[src/rtl/bin_to_bcd_seq_if.sv]
// Handshake and display bundle for the sequential binary-to-BCD converter.
// The master side drives requests and display controls; the slave side is the converter.
interface bin_to_bcd_seq_if #(
    parameter int BIN_W  = 16,
    parameter int DIGITS = 5
);
    logic                  start;
    logic [BIN_W-1:0]      bin_in;
    logic                  enable;
    logic                  blank_lz;
    logic                  busy;
    logic                  done;
    logic                  overflow;
    logic [4*DIGITS-1:0]   bcd_out;

    modport master (
        output start, bin_in, enable, blank_lz,
        input  busy, done, overflow, bcd_out
    );

    modport slave (
        input  start, bin_in, enable, blank_lz,
        output busy, done, overflow, bcd_out
    );
endinterface

[src/rtl/bin_to_bcd_seq.sv]
// Sequential binary-to-BCD converter (double dabble, one input bit per clock)
// with start/busy/done handshake, overflow flag and leading-zero blanking.
module bin_to_bcd_seq #(
    parameter int         BIN_W  = 16,
    parameter int         DIGITS = 5,
    parameter logic [3:0] BLANK  = 4'hF
) (
    input  logic          clk,
    input  logic          rst,
    bin_to_bcd_seq_if.slave bus
);
    localparam int BCD_W = 4 * DIGITS;
    localparam int CNT_W = (BIN_W > 1) ? $clog2(BIN_W) : 1;
    localparam logic [CNT_W-1:0] LAST_CNT = CNT_W'(BIN_W - 1);

    typedef enum logic [1:0] {
        IDLE  = 2'd0,
        SHIFT = 2'd1,
        DONE  = 2'd2
    } state_t;

    state_t           state;
    state_t           state_nxt;

    logic [BIN_W-1:0] bin_sr;
    logic [BCD_W-1:0] bcd_sr;
    logic [CNT_W-1:0] cnt;
    logic             ovf_acc;
    logic [BCD_W-1:0] result;
    logic             ovf_q;

    logic [BCD_W-1:0] bcd_adj;
    logic [BCD_W-1:0] bcd_shifted;
    logic [BIN_W-1:0] bin_shifted;
    logic             carry_out;
    logic             last_shift;
    logic             accept;
    logic             busy_c;
    logic             done_c;
    logic [BCD_W-1:0] bcd_view;

    function automatic logic [BCD_W-1:0] add3_digits(input logic [BCD_W-1:0] v);
        logic [BCD_W-1:0] r;
        r = v;
        for (int k = 0; k < DIGITS; k++) begin
            if (v[4*k +: 4] >= 4'd5) r[4*k +: 4] = v[4*k +: 4] + 4'd3;
        end
        return r;
    endfunction

    // A digit is blanked only while every digit above it is also zero.
    function automatic logic [BCD_W-1:0] blank_leading(input logic [BCD_W-1:0] v);
        logic [BCD_W-1:0] r;
        logic             lead;
        r    = v;
        lead = 1'b1;
        for (int k = DIGITS - 1; k >= 1; k--) begin
            if (v[4*k +: 4] != 4'd0) lead = 1'b0;
            if (lead) r[4*k +: 4] = BLANK;
        end
        return r;
    endfunction

    assign bcd_adj    = add3_digits(bcd_sr);
    assign {carry_out, bcd_shifted, bin_shifted} = {bcd_adj, bin_sr, 1'b0};
    assign last_shift = (cnt == LAST_CNT);

    always_ff @(posedge clk) begin
        if (rst) state <= IDLE;
        else     state <= state_nxt;
    end

    always_comb begin
        state_nxt = state;
        busy_c    = 1'b0;
        done_c    = 1'b0;
        accept    = 1'b0;
        case (state)
            IDLE: begin
                if (bus.start) begin
                    accept    = 1'b1;
                    state_nxt = SHIFT;
                end
            end
            SHIFT: begin
                busy_c = 1'b1;
                if (last_shift) state_nxt = DONE;
            end
            DONE: begin
                done_c = 1'b1;
                if (bus.start) begin
                    accept    = 1'b1;
                    state_nxt = SHIFT;
                end else begin
                    state_nxt = IDLE;
                end
            end
            default: state_nxt = IDLE;
        endcase
    end

    // Result and overflow are loaded on the final shift so they are valid alongside done.
    always_ff @(posedge clk) begin
        if (rst) begin
            bin_sr  <= '0;
            bcd_sr  <= '0;
            cnt     <= '0;
            ovf_acc <= 1'b0;
            result  <= '0;
            ovf_q   <= 1'b0;
        end else if (accept) begin
            bin_sr  <= bus.bin_in;
            bcd_sr  <= '0;
            cnt     <= '0;
            ovf_acc <= 1'b0;
        end else if (state == SHIFT) begin
            bin_sr  <= bin_shifted;
            bcd_sr  <= bcd_shifted;
            cnt     <= cnt + 1'b1;
            ovf_acc <= ovf_acc | carry_out;
            if (last_shift) begin
                result <= bcd_shifted;
                ovf_q  <= ovf_acc | carry_out;
            end
        end
    end

    always_comb begin
        bcd_view = '0;
        if (bus.enable) bcd_view = bus.blank_lz ? blank_leading(result) : result;
    end

    assign bus.busy     = busy_c;
    assign bus.done     = done_c;
    assign bus.overflow = ovf_q;
    assign bus.bcd_out  = bcd_view;
endmodule

[src/flat_wrapper.sv]
// flat-port wrapper written by rule: the top's interface ports become plain ports
module bin_to_bcd_seq_flat 
#(
    parameter int         BIN_W  = 16,
    parameter int         DIGITS = 5,
    parameter logic [3:0] BLANK  = 4'hF
)
  (clk, rst, bus_start, bus_bin_in, bus_enable, bus_blank_lz, bus_busy, bus_done, bus_overflow, bus_bcd_out);
  bin_to_bcd_seq_if #(.BIN_W(BIN_W), .DIGITS(DIGITS)) bus_i ();
  input  logic clk;
  input  logic rst;
  input wire logic [$bits(bus_i.start)-1:0] bus_start;
  input wire logic [$bits(bus_i.bin_in)-1:0] bus_bin_in;
  input wire logic [$bits(bus_i.enable)-1:0] bus_enable;
  input wire logic [$bits(bus_i.blank_lz)-1:0] bus_blank_lz;
  output wire logic [$bits(bus_i.busy)-1:0] bus_busy;
  output wire logic [$bits(bus_i.done)-1:0] bus_done;
  output wire logic [$bits(bus_i.overflow)-1:0] bus_overflow;
  output wire logic [$bits(bus_i.bcd_out)-1:0] bus_bcd_out;
  assign bus_i.start = bus_start;
  assign bus_i.bin_in = bus_bin_in;
  assign bus_i.enable = bus_enable;
  assign bus_i.blank_lz = bus_blank_lz;
  assign bus_busy = bus_i.busy;
  assign bus_done = bus_i.done;
  assign bus_overflow = bus_i.overflow;
  assign bus_bcd_out = bus_i.bcd_out;
  bin_to_bcd_seq #(.BIN_W(BIN_W), .DIGITS(DIGITS), .BLANK(BLANK)) u_core (.clk(clk), .rst(rst), .bus(bus_i));
endmodule
[config.mk]
export PLATFORM = sky130hd
export DESIGN_NAME = bin_to_bcd_seq_flat
export DESIGN_NICKNAME = d
export VERILOG_FILES = /design/src/rtl/bin_to_bcd_seq_if.sv /design/src/rtl/bin_to_bcd_seq.sv /design/src/flat_wrapper.sv
export SDC_FILE = /design/constraint.sdc
export NUM_CORES = 1
export LEC_CHECK = 0
export ABC_CLOCK_PERIOD_IN_PS = 2100
export CAP_MARGIN = 20
export CORE_UTILIZATION = 51
export CTS_BUF_LIST = sky130_fd_sc_hd__clkbuf_2 sky130_fd_sc_hd__clkbuf_4 sky130_fd_sc_hd__clkbuf_8
export CTS_CLUSTER_DIAMETER = 150
export DETAILED_ROUTE_END_ITERATION = 7
export PLACE_DENSITY = 0.76
export SYNTH_ARGS = -nofsm -noshare
export SYNTH_HDL_FRONTEND = slang
export SYNTH_SLANG_ARGS = --single-unit
[constraint.sdc]
create_clock -name clk -period 2.1 [get_ports clk]
set_input_delay 0.525 -clock clk [delete_from_list [all_inputs] [get_ports clk]]
set_output_delay 0.525 -clock clk [all_outputs]
set_load 0.02 [all_outputs]
### Nets reached from selected ports

(3 px per um)
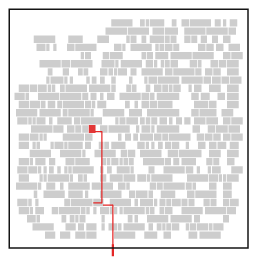
| port | color | bits | direction | edge | end cells | buffers | wire |
|---|---|---|---|---|---|---|---|
| bus_done | red | 1 | output | bottom | 1 | 1 | 45.8 um |
PortBufs: 43
num ports: 44

### Pin placement

(6 px per um) Pins as bars across the die edge, other pins in gray.
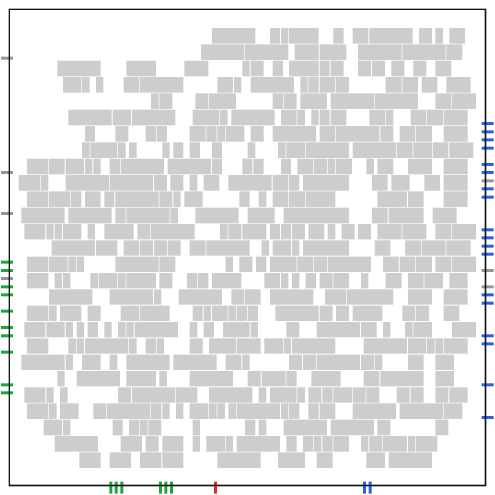
| port | color | pins | direction | edge |
|---|---|---|---|---|
| bus_done | red | 1 | output | bottom |
| bus_bcd_out | blue | 20 | output | 18 right, 2 bottom |
| bus_bin_in | green | 16 | input | 10 left, 6 bottom |
DIE WIDTH: 79.12 um
Die H: 79.12 um

### Drive-strength map

(6 px per um)
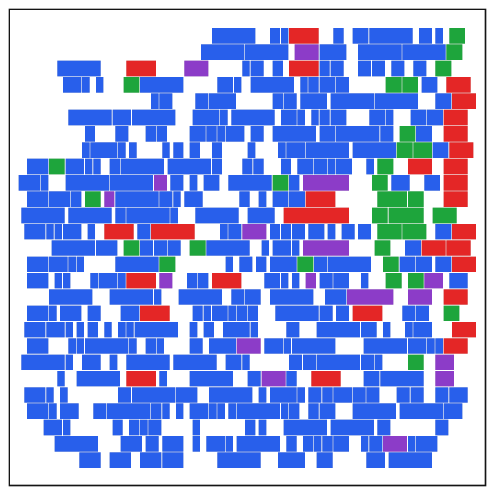
| size | color | cells | share | most used |
|---|---|---|---|---|
| drive 6 and up | red | 29 | 6.9% | buf_6 |
| drive 2 | purple | 17 | 4.0% | mux2_2 |
| drive 3 to 4 | green | 31 | 7.3% | buf_4 |
| drive 1 or less | blue | 346 | 82% | dfxtp_1 |
post-route cell area: 3909 sq um
area grow syn2layout: 28.88%

==> deck_impl_summary.md <==
Key Metrics from the Run

Run status
  – Status: complete, but fails checks
  – Failing checks: setup timing

Setup path
  – CP Buf/Inv Count: 1
  – R2r startpoint: u_core.bcd_sr[12]$_SDFFE_PP0P_
  – Delay-heaviest family, CP: simple AND/OR/NAND/NOR gates
  – CP required: 1.57 ns
  – Worst r2r path cells: 6

Final timing
  – Setup_tns: -3.610 ns
  – Relative slew slack: 71.48%
  – WHS: 0.4766 ns
  – Final setup vio count: 16
  – Final worst slack: -0.3447 ns
  – RSZ-0062 raised after global routing: yes

Power
  – Int Pwr: 0.002014 W
  – Pwr top: sequential cells
  – Seq pwr: 0.00128 W
  – Net Sw Power: 0.0006723 W

Clocking
  – Sink Count: between 60 and 70
  – CTS max path bufs: 2
  – Skew-Pair Late Insertion Delay: 0.34 ns

Yosys
  – Post-synth top cells: dfxtp_1 (64), nor2_1 (41), nand2_1 (39)
  – Netlist cell types: 39
  – Async set or reset register ratio after synthesis: 0%
  – Mean post-synth cell area: 8.332 sq um
  – Yosys Instances: between 300 and 400
  – Most common cell in the netlist: dfxtp_1
  – Post-Synthesis Cell Area: 3033 sq um
  – Synth Flop Type: dfxtp_1
  – Dominant kind of combinational cell: simple AND/OR/NAND/NOR gates
  – Area leader, netlist: dfxtp_1

Routing
  – DRT met1 WL: 3.235 mm
  – DRC errors left: 0
  – Pre-antenna DRT Iters: 4

Global routing
  – Global routing's busiest layer: met2
  – Largest net degree at the start of global routing: 37
  – Gr ovfl total: 0
  – GR Util met2: 36.72%

Placement
  – Placed cell area: 3661 sq um
  – Placed cell count: 479

Final layout
  – # fillers: 472
  – Layout cells sized above 1: 18.20%

Floorplan
  – Starting Density: a little over half
### Signal wires by layer

(6 px per um) Only two layers are drawn.
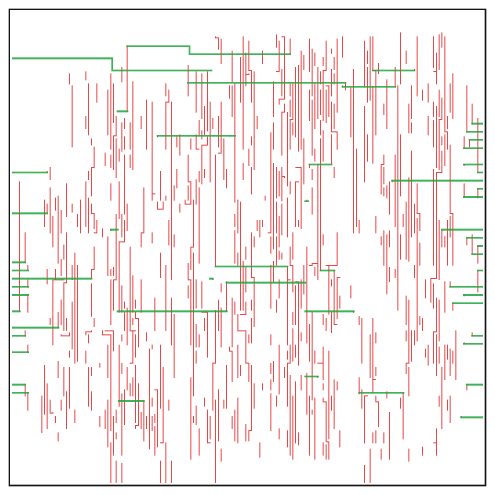
| layer | color | wire length |
|---|---|---|
| met2 | red | 3040 um |
| met3 | green | 312 um |
DRT Wirelength: 6.685 mm
WL/cell: 13.51 um
Total GRT Usage: 23.37%
vias: 2715

### Cell placement

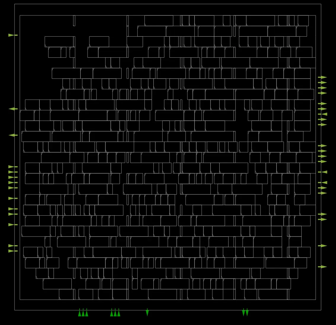
row count: 27
area of the core: 5608 sq um

Power figures rest on the tool's default switching activity, not on a simulated workload.
